$ cat config.mk
export PLATFORM = sky130hd
export DESIGN_NAME = mealy_event_counter_flat
export DESIGN_NICKNAME = d
export VERILOG_FILES = /design/src/rtl/mealy_pkg.sv /design/src/rtl/mealy_event_counter_if.sv /design/src/rtl/mealy_evt_qual.sv /design/src/rtl/mealy_event_counter.sv /design/src/flat_wrapper.sv
export SDC_FILE = /design/constraint.sdc
export NUM_CORES = 1
export LEC_CHECK = 0
export ABC_AREA = 1
export CORE_MARGIN = 2
export CORE_UTILIZATION = 46
export CTS_BUF_LIST = sky130_fd_sc_hd__clkbuf_16
export DETAILED_ROUTE_END_ITERATION = 6
export PLACE_DENSITY = 0.78
export SYNTH_ARGS = -nofsm -noshare
export SYNTH_HDL_FRONTEND = slang
export SYNTH_SLANG_ARGS = --single-unit
$ cat constraint.sdc
create_clock -name clk -period 1.7 [get_ports clk]
set_input_delay 0.51 -clock clk [delete_from_list [all_inputs] [get_ports clk]]
set_output_delay 0.51 -clock clk [all_outputs]
set_load 0.1 [all_outputs]
$ cat src/rtl/mealy_pkg.sv
// Shared definitions for the Mealy event counter: FSM state encoding and
// default sizing constants.
package mealy_pkg;

  localparam int DEF_CNT_W  = 8;
  localparam int DEF_THRESH = 10;

  // 2'b11 is deliberately left unused; the FSM steers it back to IDLE.
  typedef enum logic [1:0] {
    IDLE  = 2'b00,
    COUNT = 2'b01,
    SAT   = 2'b10
  } state_t;

endpackage

$ cat src/rtl/mealy_event_counter_if.sv
// Control and status bundle between the event-counter host and the counter.
// The master drives the event input and controls; the slave returns count,
// flags and the debug state.
interface mealy_event_counter_if
  import mealy_pkg::*;
#(
  parameter int CNT_W = DEF_CNT_W
) ();

  logic             y_in;
  logic             en;
  logic             clr;
  logic [CNT_W-1:0] count;
  logic             thresh_hit;
  logic             sat;
  logic [1:0]       state_o;

  modport master (
    output y_in, en, clr,
    input  count, thresh_hit, sat, state_o
  );

  modport slave (
    input  y_in, en, clr,
    output count, thresh_hit, sat, state_o
  );

endinterface

$ cat src/rtl/mealy_evt_qual.sv
// Event qualifier for the upstream detector output.
// Build option MEALY_EVT_EDGE_EN: when defined, only a rising edge of y_in
// is an event (a held-high input counts once); otherwise every high cycle
// is an event.
module mealy_evt_qual (
  input  logic clk,
  input  logic rst,
  input  logic y_in,
  output logic evt
);

`ifdef MEALY_EVT_EDGE_EN
  logic y_prev_q;

  // Previous-sample history; reset clears it so a pre-reset high is not
  // mistaken for an already-seen level.
  always_ff @(posedge clk) begin
    if (rst) y_prev_q <= 1'b0;
    else     y_prev_q <= y_in;
  end

  assign evt = y_in & ~y_prev_q;
`else
  logic unused_clk_rst;

  assign unused_clk_rst = clk ^ rst;
  assign evt            = y_in;
`endif

endmodule

$ cat src/rtl/mealy_event_counter.sv
// Event counter behind a Mealy sequence detector.
// Counts qualified events while enabled, pulses thresh_hit when the count
// first reaches THRESH, and saturates at all-ones until clr or rst.
// Event qualification (edge vs level) is selected by MEALY_EVT_EDGE_EN,
// see mealy_evt_qual.
//
//   state | meaning
//   IDLE  | count held, y_in ignored; en=1 moves to COUNT
//   COUNT | qualified events increment count; en=0 returns to IDLE
//   SAT   | count pinned at all-ones, sat=1; left only via clr/rst
module mealy_event_counter
  import mealy_pkg::*;
#(
  parameter int CNT_W  = DEF_CNT_W,
  parameter int THRESH = DEF_THRESH
) (
  input logic                  clk,
  input logic                  rst,
  mealy_event_counter_if.slave bus
);

  localparam logic [CNT_W-1:0] CNT_MAX  = {CNT_W{1'b1}};
  localparam logic [CNT_W-1:0] THRESH_V = CNT_W'(THRESH);

  state_t           state_q, state_d;
  logic [CNT_W-1:0] count_q, count_d;
  logic             hit_q, hit_d;
  logic [CNT_W-1:0] count_inc;
  logic             evt;

  mealy_evt_qual u_qual (
    .clk  (clk),
    .rst  (rst),
    .y_in (bus.y_in),
    .evt  (evt)
  );

  assign count_inc = count_q + CNT_W'(1);

  // State, count and threshold-pulse registers.
  always_ff @(posedge clk) begin
    if (rst) begin
      state_q <= IDLE;
      count_q <= '0;
      hit_q   <= 1'b0;
    end else begin
      state_q <= state_d;
      count_q <= count_d;
      hit_q   <= hit_d;
    end
  end

  // Next-state and count update; clr wins over any event in the same cycle.
  always_comb begin
    state_d = state_q;
    count_d = count_q;
    hit_d   = 1'b0;
    if (bus.clr) begin
      state_d = IDLE;
      count_d = '0;
    end else begin
      case (state_q)
        IDLE: begin
          if (bus.en) state_d = COUNT;
        end
        COUNT: begin
          if (!bus.en) begin
            state_d = IDLE;
          end else if (evt) begin
            count_d = count_inc;
            hit_d   = (count_inc == THRESH_V);
            if (count_inc == CNT_MAX) state_d = SAT;
          end
        end
        SAT: begin
          state_d = SAT;
        end
        default: begin
          state_d = IDLE;
        end
      endcase
    end
  end

  assign bus.count      = count_q;
  assign bus.thresh_hit = hit_q;
  assign bus.sat        = (state_q == SAT);
  assign bus.state_o    = state_q;

endmodule
$ cat src/flat_wrapper.sv
// flat-port wrapper written by rule: the top's interface ports become plain ports
module mealy_event_counter_flat import mealy_pkg::*;
#(
  parameter int CNT_W  = DEF_CNT_W,
  parameter int THRESH = DEF_THRESH
)
  (clk, rst, bus_y_in, bus_en, bus_clr, bus_count, bus_thresh_hit, bus_sat, bus_state_o);
  mealy_event_counter_if #(.CNT_W(CNT_W)) bus_i ();
  input logic clk;
  input logic rst;
  input wire logic [$bits(bus_i.y_in)-1:0] bus_y_in;
  input wire logic [$bits(bus_i.en)-1:0] bus_en;
  input wire logic [$bits(bus_i.clr)-1:0] bus_clr;
  output wire logic [$bits(bus_i.count)-1:0] bus_count;
  output wire logic [$bits(bus_i.thresh_hit)-1:0] bus_thresh_hit;
  output wire logic [$bits(bus_i.sat)-1:0] bus_sat;
  output wire logic [$bits(bus_i.state_o)-1:0] bus_state_o;
  assign bus_i.y_in = bus_y_in;
  assign bus_i.en = bus_en;
  assign bus_i.clr = bus_clr;
  assign bus_count = bus_i.count;
  assign bus_thresh_hit = bus_i.thresh_hit;
  assign bus_sat = bus_i.sat;
  assign bus_state_o = bus_i.state_o;
  mealy_event_counter #(.CNT_W(CNT_W), .THRESH(THRESH)) u_core (.clk(clk), .rst(rst), .bus(bus_i));
endmodule
==> results.toml <==
# yosys + openroad results
[clock_network]
cts.path.max_buffers = 2
htreeDepth = 1
cts_setup_buffers = 0
cts-root-buf = "clkbuf_16"
clkSinkCount = 11
cts_buffers = 3

[floorplanning]
die_x_um = 42.5
core_um2 = 1350
die_h_um = 42.5

[worst_setup_path]
reg2reg_depth = 10
critPathMaxFanout = 10
critPathLaunchType = "input port"
crit_type = "input port to register"
cp-end-kind = "register"
crit_path_top_delay_cell = "clkdlybuf4s50_1"
path_cells = "clkdlybuf4s50_1 -> nand3_1 -> inv_1 -> nand2_2 -> inv_2 -> o21ai_0 -> a21oi_1"
required_ps = 1860
r2r_slack_ps = 160
critical-path-top-delay-family = "buffers and inverters"
critPathArrivalTime_ps = 1730
critical_path.max_stage_delay_ps = 500

[global_route]
grt_first_pass_wirelength_mm = 3.06
grt_max_degree = 11
grt_usage = 0.221

[timing]
hold_viol_final = 0
holdWs_ps = 495
finalSetupViolCount = 0
finalCriticalPeriod_ps = 1560
relSlewSlack = 0.830
finClkSkew_ps = 1.77
tightestPinTransition_ps = 254
period_used_share = 0.920
max_freq_mhz = 640

[placed_design]
dp.cells = 137
place_congestion = 0.802
dp_hpwl_mm = 1.24
portBuffers = 16

[synth]
ys_area_um2 = 682
synth_cell_type_count = 18
ys.flops = 11
async_flop_share = 0
ys_warn_count = 0
syn_nets = 113
synthFlopType = "dfxtp_1"
edf_count = 0

[final_layout]
fin_area_um2 = 1090
fin_nets = 135
area_growth_pct = 60.4

[flow_run]
maxCapViolations = 0

[power]
max-vdd-ir-drop_uv = 512
p_leak_nw = 0.465
power_w = 0.000756

[hold_path]
whs_path_depth = 1
min_path_type = "register to register"
min_to = "u_core.bus.count[0]"

[run_status]
status = "finished, final reports clean"

[drt]
drtPass1Iterations = 4
via_count = 738
wl_mm = 1.72
final_antenna_net_count = 0
viasPerCell = 5.23
[cells by family after synthesis]
logic type                 synth area share
buffers and inverters                 0.110
DFF                                   0.323
adders and majority gates            0.0551
AOI/OAI and AO/OA                     0.160
and+or+nand+nor                       0.352
[report_power, final]
| group | internal [W] | switching [W] | total, W |
|---|---|---|---|
| Clock | 0.000309 | 0.000119 | 0.000428 |
| Sequential | 0.000258 | 0.00000565 | 0.000264 |
| Combinational | 0.0000258 | 0.0000390 | 0.0000648 |
[cell usage in the layout, fill, tap and decap left out]
cell | synthesis | routed
a211oi_1 | 1 | 1
a21oi_1 | 7 | 7
a21oi_2 | 1 | 1
buf_12 | 0 | 12
buf_4 | 0 | 1
clkbuf_16 | 0 | 3
clkdlybuf4s50_1 | 0 | 4
dfxtp_1 | 11 | 2
dfxtp_2 | 0 | 6
dfxtp_4 | 0 | 3
ha_1 | 3 | 3
inv_1 | 19 | 19
inv_2 | 1 | 2
nand2_1 | 19 | 19
nand2_2 | 5 | 5
nand3_1 | 11 | 11
nand3b_1 | 1 | 1
nand4_1 | 1 | 1
nor2_1 | 11 | 10
nor2_2 | 1 | 1
nor2_4 | 1 | 2
nor3_2 | 1 | 1
o21ai_0 | 10 | 10
o21bai_1 | 1 | 1
[cells in the mapped netlist (3+ instances only)]
library cell	instances	area (um^2)
o21ai_0	10	50.1
ha_1	3	37.5
inv_1	19	71.3
nand2_1	19	71.3
nor2_1	11	41.3
a21oi_1	7	35.0
nand3_1	11	55.1
dfxtp_1	11	220
nand2_2	5	31.3
[what timing repair did]
item / CTS / global route
setup endpoints to repair: 0 / 3
hold buffers: 0 / 0
gates resized: 0 / 1
[worst register-to-register path, cell delays in order (launching register included)]
cell	delay, ps
dfxtp_4	390
ha_1	230
nand2_1	120
nor2_1	140
nand2_1	60
nand2_1	120
nand2_1	70
nor2_1	120
nand3_1	90
nand2_1	60
inv_1	40
[how the worst max path moves through the flow]
| stage | to | slack, ps | depth (start not counted) | startpoint |
|---|---|---|---|---|
| final | u_core.bus.count[0] | 140 | 7 | bus_en |
| after global routing | u_core.bus.count[1] | 20 | 7 | bus_en |
| after CTS | u_core.bus.count[0] | 80 | 7 | bus_en |
| after detailed placement | u_core.bus.count[3] | -110 | 7 | bus_en |
| after global placement | u_core.bus.count[3] | -70 | 7 | bus_en |
| after floorplan | bus_sat | 10 | 2 | u_core.bus.state_o[1] |
[per-stage QoR]
stage | setup slack [ps] | setup TNS [ps]
after global placement | -66.4 | -164
after floorplan | 11.4 | 0
after detailed placement | -111 | -423
after CTS | 80.7 | 0
after global routing | 21.5 | 0
final | 137 | 0
[final cells by class]
type	instances	area, um^2
well taps	15	18.8
clock buffers	3	75.1
multi-input cells	74	394
flip-flops and latches	11	239
repair buffers	17	288
inverters	20	75.1
clock inverters	1	3.75
fillers	85	256
[layer usage]
metal	GRT usage	routed length (um)	share of wire
met5	0	0	0
met4	0.0813	36	0.021
met3	0.0431	92	0.053
met2	0.363	856	0.50
met1	0.284	738	0.43
[sequential cells by signal (all words and copies together) (netlist names)]
signal and count:
u_core.bus.count 8, u_core.bus.state_o 2, u_core.bus.thresh_hit 1
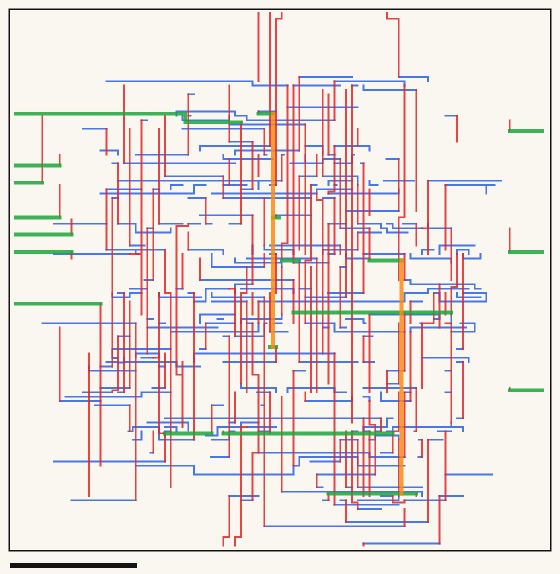
(images/wires.png)
Scale bar: 10 um.
[green] metal 3 | wire length: 92.2 um
[red] metal 2 | wire length: 857 um
[orange] metal 4 | wire length: 36.7 um
[blue] metal 1 | wire length: 739 um

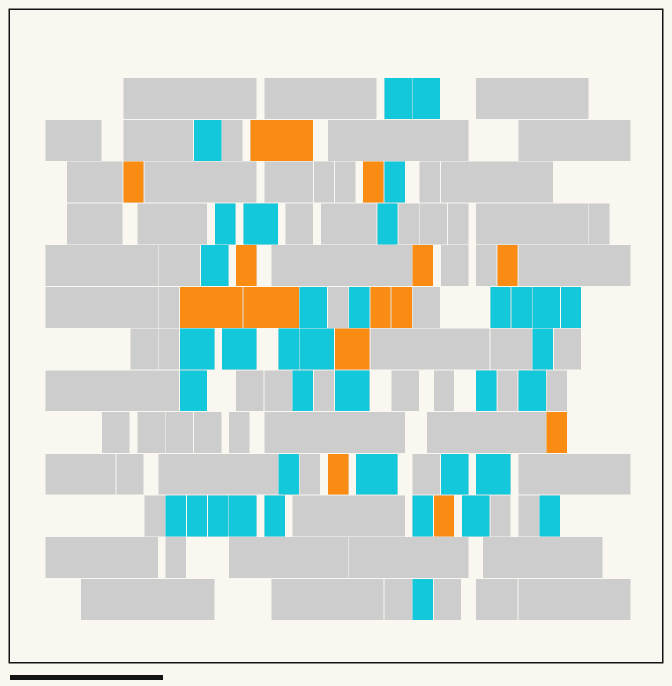
(images/logic_types.png)
Scale bar: 10 um.
[cyan] nand cells | cells: 37 | most used: nand2_1
[orange] nor cells | cells: 14 | most used: nor2_1
fin cells: 141
fraction of area in multi-input gates: 0.360

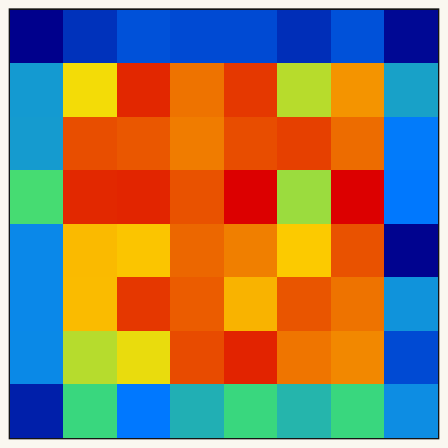
(images/cell_density.png)
8 x 8 tiles, from dark blue (low) to red (high), 0 to 100% covered.
mean over tiles: 60%
fullest tile: 100%
tiles over 75% full: 48%
densest ninth of the die: centre
nearly empty tiles: 4.7%

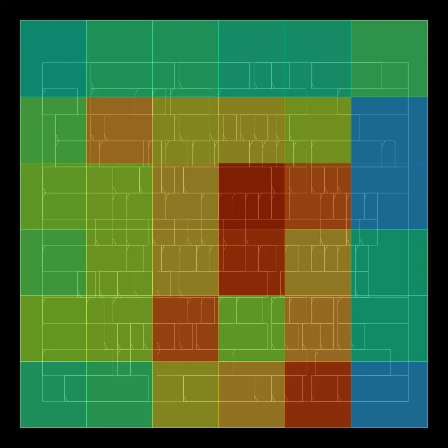
(images/congestion.png)
Finished Core Util: 0.810
met3 GRT Util: 0.0431
routed length per instance: 12.2 um
gr busiest metal: met2

